--- config.mk ---
export PLATFORM = sky130hd
export DESIGN_NAME = issue_queue
export DESIGN_NICKNAME = d
export VERILOG_FILES = /design/src/rtl/issue_queue_pkg.sv /design/src/rtl/iq_operand_resolve.sv /design/src/rtl/issue_queue.sv
export SDC_FILE = /design/constraint.sdc
export NUM_CORES = 1
export LEC_CHECK = 0
export ABC_AREA = 1
export CAP_MARGIN = 20
export CORE_MARGIN = 2
export CORE_UTILIZATION = 25
export CTS_BUF_LIST = sky130_fd_sc_hd__clkbuf_4
export CTS_CLUSTER_DIAMETER = 150
export DETAILED_ROUTE_END_ITERATION = 10
export PLACE_DENSITY = 0.52
export SLEW_MARGIN = 20
export SYNTH_ARGS = -nofsm -noshare
export SYNTH_HDL_FRONTEND = slang
export SYNTH_SLANG_ARGS = --single-unit
--- constraint.sdc ---
create_clock -name clk_in -period 8.3 [get_ports clk_in]
set_clock_uncertainty 0.2 [all_clocks]
set_input_delay 1.66 -clock clk_in [delete_from_list [all_inputs] [get_ports clk_in]]
set_output_delay 1.66 -clock clk_in [all_outputs]
set_load 0.02 [all_outputs]
--- src/rtl/issue_queue_pkg.sv ---
// Shared opcode constants, dispatch classes and decode helpers for the issue queue.
// Defining IQ_CDB_BYPASS_EN (see iq_operand_resolve) adds the CDB snoop step.
package issue_queue_pkg;

    localparam int OP_W  = 6;
    localparam int REG_W = 5;

    typedef enum logic [1:0] {
        CLS_ALU,
        CLS_LOAD,
        CLS_STORE,
        CLS_BRANCH
    } iq_class_e;

    localparam logic [OP_W-1:0] OP_LUI   = 6'd1;
    localparam logic [OP_W-1:0] OP_AUIPC = 6'd2;
    localparam logic [OP_W-1:0] OP_JAL   = 6'd3;
    localparam logic [OP_W-1:0] OP_JALR  = 6'd4;
    localparam logic [OP_W-1:0] OP_BEQ   = 6'd5;
    localparam logic [OP_W-1:0] OP_BNE   = 6'd6;
    localparam logic [OP_W-1:0] OP_BLT   = 6'd7;
    localparam logic [OP_W-1:0] OP_BGE   = 6'd8;
    localparam logic [OP_W-1:0] OP_BLTU  = 6'd9;
    localparam logic [OP_W-1:0] OP_BGEU  = 6'd10;
    localparam logic [OP_W-1:0] OP_LB    = 6'd11;
    localparam logic [OP_W-1:0] OP_LH    = 6'd12;
    localparam logic [OP_W-1:0] OP_LW    = 6'd13;
    localparam logic [OP_W-1:0] OP_LBU   = 6'd14;
    localparam logic [OP_W-1:0] OP_LHU   = 6'd15;
    localparam logic [OP_W-1:0] OP_SB    = 6'd16;
    localparam logic [OP_W-1:0] OP_SH    = 6'd17;
    localparam logic [OP_W-1:0] OP_SW    = 6'd18;
    localparam logic [OP_W-1:0] OP_ADDI  = 6'd19;
    localparam logic [OP_W-1:0] OP_SLTI  = 6'd20;
    localparam logic [OP_W-1:0] OP_SLTIU = 6'd21;
    localparam logic [OP_W-1:0] OP_XORI  = 6'd22;
    localparam logic [OP_W-1:0] OP_ORI   = 6'd23;
    localparam logic [OP_W-1:0] OP_ANDI  = 6'd24;
    localparam logic [OP_W-1:0] OP_SLLI  = 6'd25;
    localparam logic [OP_W-1:0] OP_SRLI  = 6'd26;
    localparam logic [OP_W-1:0] OP_SRAI  = 6'd27;
    localparam logic [OP_W-1:0] OP_ADD   = 6'd28;
    localparam logic [OP_W-1:0] OP_SUB   = 6'd29;
    localparam logic [OP_W-1:0] OP_SLL   = 6'd30;
    localparam logic [OP_W-1:0] OP_SLT   = 6'd31;
    localparam logic [OP_W-1:0] OP_SLTU  = 6'd32;
    localparam logic [OP_W-1:0] OP_XOR   = 6'd33;
    localparam logic [OP_W-1:0] OP_SRL   = 6'd34;
    localparam logic [OP_W-1:0] OP_SRA   = 6'd35;
    localparam logic [OP_W-1:0] OP_OR    = 6'd36;
    localparam logic [OP_W-1:0] OP_AND   = 6'd37;

    function automatic iq_class_e op_class(input logic [OP_W-1:0] op);
        case (op)
            OP_LB, OP_LH, OP_LW, OP_LBU, OP_LHU:          return CLS_LOAD;
            OP_SB, OP_SH, OP_SW:                           return CLS_STORE;
            OP_BEQ, OP_BNE, OP_BLT, OP_BGE, OP_BLTU, OP_BGEU: return CLS_BRANCH;
            default:                                       return CLS_ALU;
        endcase
    endfunction

    function automatic logic uses_rs1(input logic [OP_W-1:0] op);
        case (op)
            OP_LUI, OP_AUIPC, OP_JAL: return 1'b0;
            default:                  return 1'b1;
        endcase
    endfunction

    // rs2 is read only by branches, stores and register-register ALU ops
    function automatic logic uses_rs2(input logic [OP_W-1:0] op);
        case (op)
            OP_BEQ, OP_BNE, OP_BLT, OP_BGE, OP_BLTU, OP_BGEU,
            OP_SB, OP_SH, OP_SW,
            OP_ADD, OP_SUB, OP_SLL, OP_SLT, OP_SLTU,
            OP_XOR, OP_SRL, OP_SRA, OP_OR, OP_AND: return 1'b1;
            default:                               return 1'b0;
        endcase
    endfunction

endpackage

--- src/rtl/iq_operand_resolve.sv ---
// Resolves one head source operand against regfile, ROB and (with IQ_CDB_BYPASS_EN) the CDB.
// Without IQ_CDB_BYPASS_EN a same-cycle CDB hit raises stall so the RS cannot miss the broadcast.
module iq_operand_resolve
    import issue_queue_pkg::*;
#(
    parameter int DATA_W = 32,
    parameter int ROB_W  = 4
) (
    input  logic              used,
    input  logic [REG_W-1:0]  rs,
    input  logic              busy,
    input  logic [DATA_W-1:0] rf_val,
    input  logic              rob_rdy,
    input  logic [DATA_W-1:0] rob_val,
    input  logic              cdb_valid,
    input  logic [ROB_W-1:0]  cdb_robpos,
    input  logic [DATA_W-1:0] cdb_val,
    output logic [DATA_W-1:0] v,
    output logic              q,
    output logic [ROB_W-1:0]  tag,
    output logic              stall
);

    logic [ROB_W-1:0] rf_tag;
    logic             cdb_hit;

    assign rf_tag  = rf_val[ROB_W-1:0];
    assign cdb_hit = cdb_valid && (cdb_robpos == rf_tag);

`ifndef IQ_CDB_BYPASS_EN
    logic unused_cdb_val;
    assign unused_cdb_val = ^cdb_val;
`endif

    always_comb begin
        v     = '0;
        q     = 1'b0;
        tag   = '0;
        stall = 1'b0;
        if (!used || rs == '0) begin
            v = '0;
        end else if (!busy) begin
            v = rf_val;
        end else if (rob_rdy) begin
            v = rob_val;
`ifdef IQ_CDB_BYPASS_EN
        end else if (cdb_hit) begin
            v = cdb_val;
`endif
        end else begin
            q   = 1'b1;
            tag = rf_tag;
`ifndef IQ_CDB_BYPASS_EN
            stall = cdb_hit;
`endif
        end
    end

endmodule

--- src/rtl/issue_queue.sv ---
// In-order IQ_DEPTH-entry issue queue between decode and RS/LSB/ROB, with mispredict flush.
// Optional IQ_CDB_BYPASS_EN selects CDB snooping instead of a one-cycle bypass stall.
module issue_queue
    import issue_queue_pkg::*;
#(
    parameter int IQ_DEPTH = 4,
    parameter int DATA_W   = 32,
    parameter int ROB_W    = 4,
    parameter int RS_W     = 4,
    parameter int LSB_W    = 4
) (
    input  logic              clk_in,
    input  logic              rst_in,
    input  logic              rdy_in,
    input  logic              flush_in,
    input  logic              dec_valid,
    input  logic [OP_W-1:0]   dec_op,
    input  logic [REG_W-1:0]  dec_rd,
    input  logic [REG_W-1:0]  dec_rs1,
    input  logic [REG_W-1:0]  dec_rs2,
    input  logic [DATA_W-1:0] dec_imm,
    input  logic [DATA_W-1:0] dec_pc,
    input  logic [DATA_W-1:0] dec_pred_pc,
    output logic              dec_ready,
    output logic [REG_W-1:0]  rf_rs1_idx,
    output logic [REG_W-1:0]  rf_rs2_idx,
    input  logic              rf_rs1_busy,
    input  logic              rf_rs2_busy,
    input  logic [DATA_W-1:0] rf_rs1_val,
    input  logic [DATA_W-1:0] rf_rs2_val,
    output logic [ROB_W-1:0]  rob_q1_pos,
    output logic [ROB_W-1:0]  rob_q2_pos,
    input  logic              rob_q1_rdy,
    input  logic              rob_q2_rdy,
    input  logic [DATA_W-1:0] rob_q1_val,
    input  logic [DATA_W-1:0] rob_q2_val,
    input  logic              cdb_valid,
    input  logic [ROB_W-1:0]  cdb_robpos,
    input  logic [DATA_W-1:0] cdb_val,
    input  logic              rob_avail,
    input  logic [ROB_W-1:0]  rob_avail_pos,
    input  logic              rs_avail,
    input  logic [RS_W-1:0]   rs_avail_pos,
    input  logic              lsb_avail,
    input  logic [LSB_W-1:0]  lsb_avail_pos,
    output logic              rob_push,
    output logic              rs_push,
    output logic              lsb_push,
    output logic              rf_lock,
    output logic [REG_W-1:0]  rf_lock_rd,
    output logic [ROB_W-1:0]  rf_lock_robpos,
    output logic [OP_W-1:0]   iss_op,
    output logic [REG_W-1:0]  iss_rd,
    output logic [DATA_W-1:0] iss_imm,
    output logic [DATA_W-1:0] iss_pc,
    output logic [DATA_W-1:0] iss_pred_pc,
    output logic [ROB_W-1:0]  iss_robpos,
    output logic [RS_W-1:0]   iss_rspos,
    output logic [LSB_W-1:0]  iss_lsbpos,
    output logic [DATA_W-1:0] iss_vj,
    output logic              iss_qj,
    output logic [ROB_W-1:0]  iss_jtag,
    output logic [DATA_W-1:0] iss_vk,
    output logic              iss_qk,
    output logic [ROB_W-1:0]  iss_ktag
);

    localparam int PTR_W = $clog2(IQ_DEPTH);
    localparam int CNT_W = PTR_W + 1;

    typedef struct packed {
        logic [OP_W-1:0]   op;
        logic [REG_W-1:0]  rd;
        logic [REG_W-1:0]  rs1;
        logic [REG_W-1:0]  rs2;
        logic [DATA_W-1:0] imm;
        logic [DATA_W-1:0] pc;
        logic [DATA_W-1:0] pred_pc;
    } iq_entry_t;

    iq_entry_t        mem [IQ_DEPTH];
    iq_entry_t        head_e;
    logic [PTR_W-1:0] head, tail;
    logic [CNT_W-1:0] count;

    iq_class_e        head_cls;
    logic             not_empty, is_lsb, target_avail, bypass_stall;
    logic             push, fire;

    logic [DATA_W-1:0] vj, vk;
    logic              qj, qk, stall_j, stall_k;
    logic [ROB_W-1:0]  jtag, ktag;

    assign head_e     = mem[head];
    assign head_cls   = op_class(head_e.op);
    assign not_empty  = (count != '0);
    assign is_lsb     = (head_cls == CLS_LOAD) || (head_cls == CLS_STORE);

    assign rf_rs1_idx = head_e.rs1;
    assign rf_rs2_idx = head_e.rs2;
    assign rob_q1_pos = rf_rs1_val[ROB_W-1:0];
    assign rob_q2_pos = rf_rs2_val[ROB_W-1:0];

    iq_operand_resolve #(.DATA_W(DATA_W), .ROB_W(ROB_W)) u_res_j (
        .used       (uses_rs1(head_e.op)),
        .rs         (head_e.rs1),
        .busy       (rf_rs1_busy),
        .rf_val     (rf_rs1_val),
        .rob_rdy    (rob_q1_rdy),
        .rob_val    (rob_q1_val),
        .cdb_valid  (cdb_valid),
        .cdb_robpos (cdb_robpos),
        .cdb_val    (cdb_val),
        .v          (vj),
        .q          (qj),
        .tag        (jtag),
        .stall      (stall_j)
    );

    iq_operand_resolve #(.DATA_W(DATA_W), .ROB_W(ROB_W)) u_res_k (
        .used       (uses_rs2(head_e.op)),
        .rs         (head_e.rs2),
        .busy       (rf_rs2_busy),
        .rf_val     (rf_rs2_val),
        .rob_rdy    (rob_q2_rdy),
        .rob_val    (rob_q2_val),
        .cdb_valid  (cdb_valid),
        .cdb_robpos (cdb_robpos),
        .cdb_val    (cdb_val),
        .v          (vk),
        .q          (qk),
        .tag        (ktag),
        .stall      (stall_k)
    );

    // dec_ready looks only at registered occupancy, so a full queue never accepts on a same-cycle pop
    assign dec_ready    = (count < CNT_W'(IQ_DEPTH));
    assign bypass_stall = not_empty && (stall_j || stall_k);
    assign target_avail = is_lsb ? lsb_avail : rs_avail;
    assign push         = dec_valid && dec_ready && rdy_in && !flush_in;
    assign fire         = rdy_in && !flush_in && not_empty && rob_avail && target_avail && !bypass_stall;

    always_ff @(posedge clk_in or negedge rst_in) begin
        if (!rst_in) begin
            head  <= '0;
            tail  <= '0;
            count <= '0;
        end else if (rdy_in) begin
            if (flush_in) begin
                head  <= '0;
                tail  <= '0;
                count <= '0;
            end else begin
                if (push) tail <= tail + 1'b1;
                if (fire) head <= head + 1'b1;
                count <= count + CNT_W'(push) - CNT_W'(fire);
            end
        end
    end

    always_ff @(posedge clk_in) begin
        if (push) begin
            mem[tail] <= '{op: dec_op, rd: dec_rd, rs1: dec_rs1, rs2: dec_rs2,
                           imm: dec_imm, pc: dec_pc, pred_pc: dec_pred_pc};
        end
    end

    // Payload is held at zero unless this cycle dispatches
    always_comb begin
        rob_push       = 1'b0;
        rs_push        = 1'b0;
        lsb_push       = 1'b0;
        rf_lock        = 1'b0;
        rf_lock_rd     = '0;
        rf_lock_robpos = '0;
        iss_op         = '0;
        iss_rd         = '0;
        iss_imm        = '0;
        iss_pc         = '0;
        iss_pred_pc    = '0;
        iss_robpos     = '0;
        iss_rspos      = '0;
        iss_lsbpos     = '0;
        iss_vj         = '0;
        iss_qj         = 1'b0;
        iss_jtag       = '0;
        iss_vk         = '0;
        iss_qk         = 1'b0;
        iss_ktag       = '0;
        if (fire) begin
            rob_push       = 1'b1;
            rs_push        = !is_lsb;
            lsb_push       = is_lsb;
            rf_lock        = (head_cls != CLS_STORE) && (head_cls != CLS_BRANCH) && (head_e.rd != '0);
            rf_lock_rd     = head_e.rd;
            rf_lock_robpos = rob_avail_pos;
            iss_op         = head_e.op;
            iss_rd         = head_e.rd;
            iss_imm        = head_e.imm;
            iss_pc         = head_e.pc;
            iss_pred_pc    = head_e.pred_pc;
            iss_robpos     = rob_avail_pos;
            iss_rspos      = rs_avail_pos;
            iss_lsbpos     = lsb_avail_pos;
            iss_vj         = vj;
            iss_qj         = qj;
            iss_jtag       = jtag;
            iss_vk         = vk;
            iss_qk         = qk;
            iss_ktag       = ktag;
        end
    end

endmodule

**Run 1: cells colored by class**

Bar = 100 um.
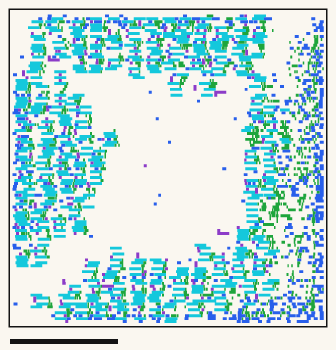
Cyan shows flip-flops, cells 475. Green shows all other logic, cells 1,279. Blue shows other buffers and delay cells, cells 524. Purple shows clock drivers and dummy loads, cells 221.

**Run 1: congestion heat map**

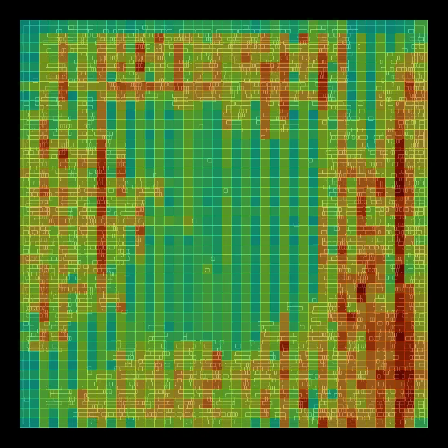
Top Usage Layer GRT: met2
Core Util, Final: 34.6%

**Run 1: cells by drive strength**

Bar = 100 um.
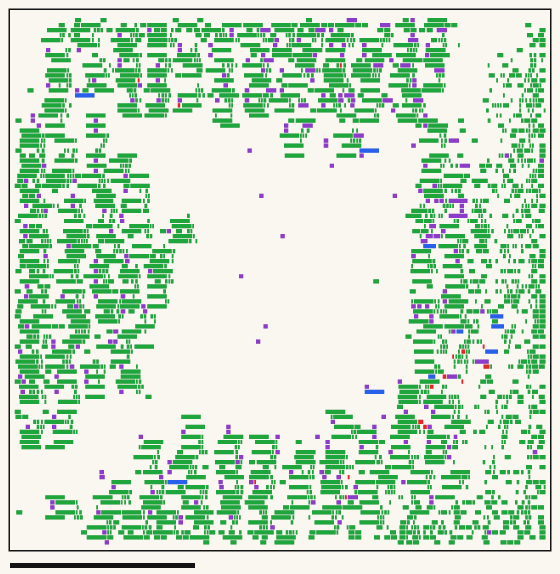
Blue shows drive 6 and up, cells 10, share 0.40%. Purple shows drive 3 to 4, cells 250, share 10%. Red shows drive 2, cells 15, share 0.60%. Green shows drive 1 or less, cells 2,224, share 89%.

-- run 1: where the power goes --
| group | switching, W | total, W | internal [W] |
|---|---|---|---|
| registers | 0.0000265 | 0.00272 | 0.00270 |
| clock network | 0.000952 | 0.00213 | 0.00118 |
| logic | 0.000592 | 0.000935 | 0.000343 |
| total | 0.00157 | 0.00579 | 0.00422 |
-- run 1: layer usage --
metal | wire length (um) | vias to the layer above | part of all wire, %
met5 | 86 | - | 0.12
met4 | 3110 | 14 | 4.4
met3 | 5390 | 142 | 7.7
met2 | 36000 | 560 | 51
met1 | 25800 | 7745 | 37
li1 | - | 7657 | -
-- run 1: timing repair --
action	CTS	global route
setup endpoints to repair	0	1
gates resized	0	1
hold buffers	0	0
-- run 1: flip-flops by register name, summed over array words and instances, names as in the netlist --
name   flops
mem      468
head       2
count      3
tail       2
==> results.txt, run 1 <==
yosys + openroad results -> register-to-register path setup slack=3.04 ns, synth cell count leaders=nand2_1 (639), edfxtp_1 (468), a21oi_1 (235), clock tree root driver cell=clkbuf_4, status=completed, post-DP HPWL=45.4 mm, Synth-to-Final Area Change=36.6%, DRC=0, data arrival time of the critical path=5.83 ns, tool warnings=70, class of the tightest hold or removal check=reg2reg, worst setup path start=head[0]$_DFFE_PN0P_, die area=85,500 um2, count leader, synth=nand2_1, Avg WL per Cell=19.6 um, flop share of the area=50.1%, Final ANT Viol Nets=0, CP max stage cell=clkdlybuf4s50_1, Commonest Layout Cell=nand2_1, bufs w/o clock=524, total CTS buffers=130, yosys xor share=0.0842%, core utilization at floorplan=25.3%, Final Power=0.00579 W
**Run 1: gate-type map**

Bar = 100 um.
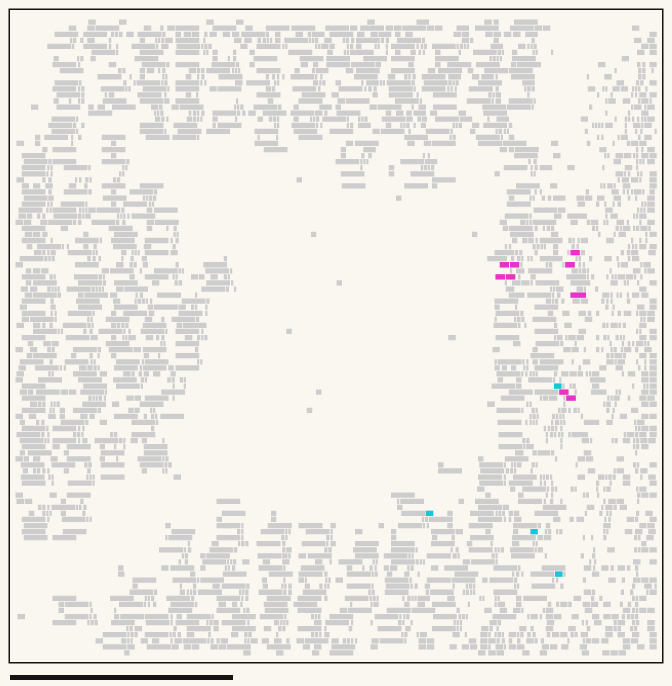

## Run 2: what changed since run 1
--- a/config.mk
+++ b/config.mk
@@ -8,12 +8,13 @@
 export ABC_AREA = 1
 export CAP_MARGIN = 20
 export CORE_MARGIN = 2
-export CORE_UTILIZATION = 25
+export CORE_UTILIZATION = 51
 export CTS_BUF_LIST = sky130_fd_sc_hd__clkbuf_4
 export CTS_CLUSTER_DIAMETER = 150
 export DETAILED_ROUTE_END_ITERATION = 10
-export PLACE_DENSITY = 0.52
+export PLACE_DENSITY = 0.89
 export SLEW_MARGIN = 20
 export SYNTH_ARGS = -nofsm -noshare
 export SYNTH_HDL_FRONTEND = slang
+export SYNTH_HIERARCHICAL = 1
 export SYNTH_SLANG_ARGS = --single-unit
==> constraint.sdc (replaced) <==
create_clock -name clk_in -period 7.97 [get_ports clk_in]
set_clock_uncertainty 0.2 [all_clocks]
set_input_delay 1.594 -clock clk_in [delete_from_list [all_inputs] [get_ports clk_in]]
set_output_delay 1.594 -clock clk_in [all_outputs]
set_load 0.02 [all_outputs]
**Run 2: gate-type map**

Bar = 50 um.
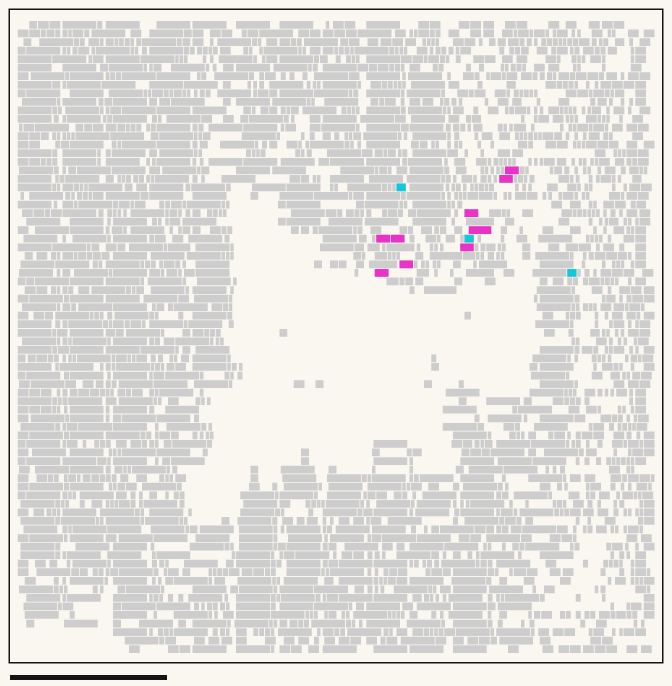
Cyan shows AND-OR and OR-AND gates, cells 3. Magenta shows adder and majority cells, cells 9.

**Run 2: cells colored by class**

Bar = 50 um.
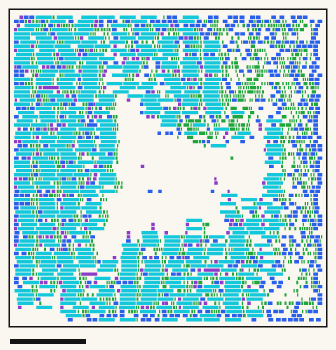
Cyan shows flip-flops, cells 475. Green shows all other logic, cells 1,335. Blue shows other buffers and delay cells, cells 525. Purple shows clock drivers and dummy loads, cells 182.

**Run 2: cells by drive strength**

Bar = 50 um.
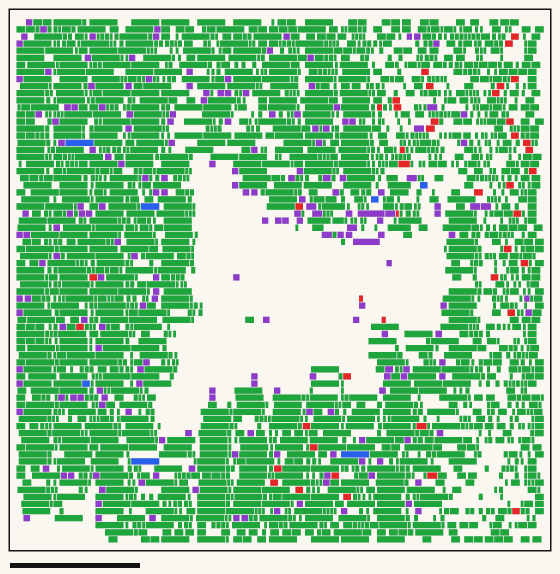
Purple shows drive 3 to 4, cells 194, share 7.7%. Green shows drive 1 or less, cells 2,273, share 90%. Red shows drive 2, cells 43, share 1.7%. Blue shows drive 6 and up, cells 7, share 0.28%.

==> run 2 against run 1 <==
Net effect:
- hold slack worse by 0.033 ns
- power is 6.4% lower
- synthesized area is 1.4% higher
- setup slack worse by 0.041 ns
- routed wire length is 11% lower
- clock-buffer cell count is 42 lower
- flip-flop count stayed put
- register-to-register slack better by 0.34 ns
- sequential share of layout area is 1.7 points higher
- die size is 50% lower
- core utilization is 33 points higher
- final cell count is 15% lower
- critical endpoint is now iss_pred_pc[0]
- largest power group unchanged
==> results.txt, run 2 <==
yosys + openroad results -> clock group share of total power=34.4%, total CTS buffers=108, bufs w/o clock=525, clock tree root driver cell=clkbuf_4, Pwr top=registers, core utilization at floorplan=51.7%, Max Used Layer=met5, class of the tightest hold or removal check=reg2reg, wire length on met3=6.20 mm, sequential cell fraction of total power=51.9%, Final ANT Viol Nets=0, Synth-to-Final Area Change=30.4%, flop share of the area=51.8%, data arrival time of the critical path=5.61 ns, Avg WL per Cell=20.5 um, Logic pwr share=13.7%, Biggest register=mem, status=completed, Commonest Layout Cell=nor2_1, CTS resizes=0, Comb group=0.000742 W, met2 wire len=32.0 mm, internal power=0.00404 W, max reg flops=468, largest net degree at the start of global routing=142, biggest regs=mem x468, count x3, synth cell count leaders=nor2_1 (544), edfxtp_1 (468), o21ai_0 (222), CP max stage cell=dfrtp_4, tool warnings=70, Top Usage Layer GRT=met2, CTS hold repair buffers=0, die area=43,000 um2, Clk power=0.00186 W, seq pwr=0.00281 W, final design instance area without fill=27,500 um2, Net Sw Frac=25.4%, met1 WL=22.5 mm, register-to-register path setup slack=3.38 ns
[run 2: cell count changes after synthesis, moves of 9 or more]
cell      before  now
nand3_1       97   88
buf_4         17   28
buf_2         19   38
nor3_1        85    2
buf_6         12   25
nor2_1        76  544
inv_1         66  123
nor3_4        21    0
a21oi_1      235  130
o21ai_0       10  222
a21oi_2        0   33
nand2_1      639  147
clkbuf_1      80   42
[run 2: metrics by stage]
step                      util, %  std cells
after global placement       64.0       2867
after floorplan                 -       1953
final                        67.4       3068
after CTS                    67.3       3049
after global routing         67.4       3065
after detailed placement     64.0       2867
[run 2: logic make-up after synthesis]
family	synth area share (%)
xor gates and xnor gates	0.125
buffers and inverters	6.57
AOI/OAI and AO/OA	10.2
and+or+nand+nor	15.1
adders and majority gates	0.569
DFF	67.4
Power figures rest on the tool's default switching activity, not on a simulated workload.
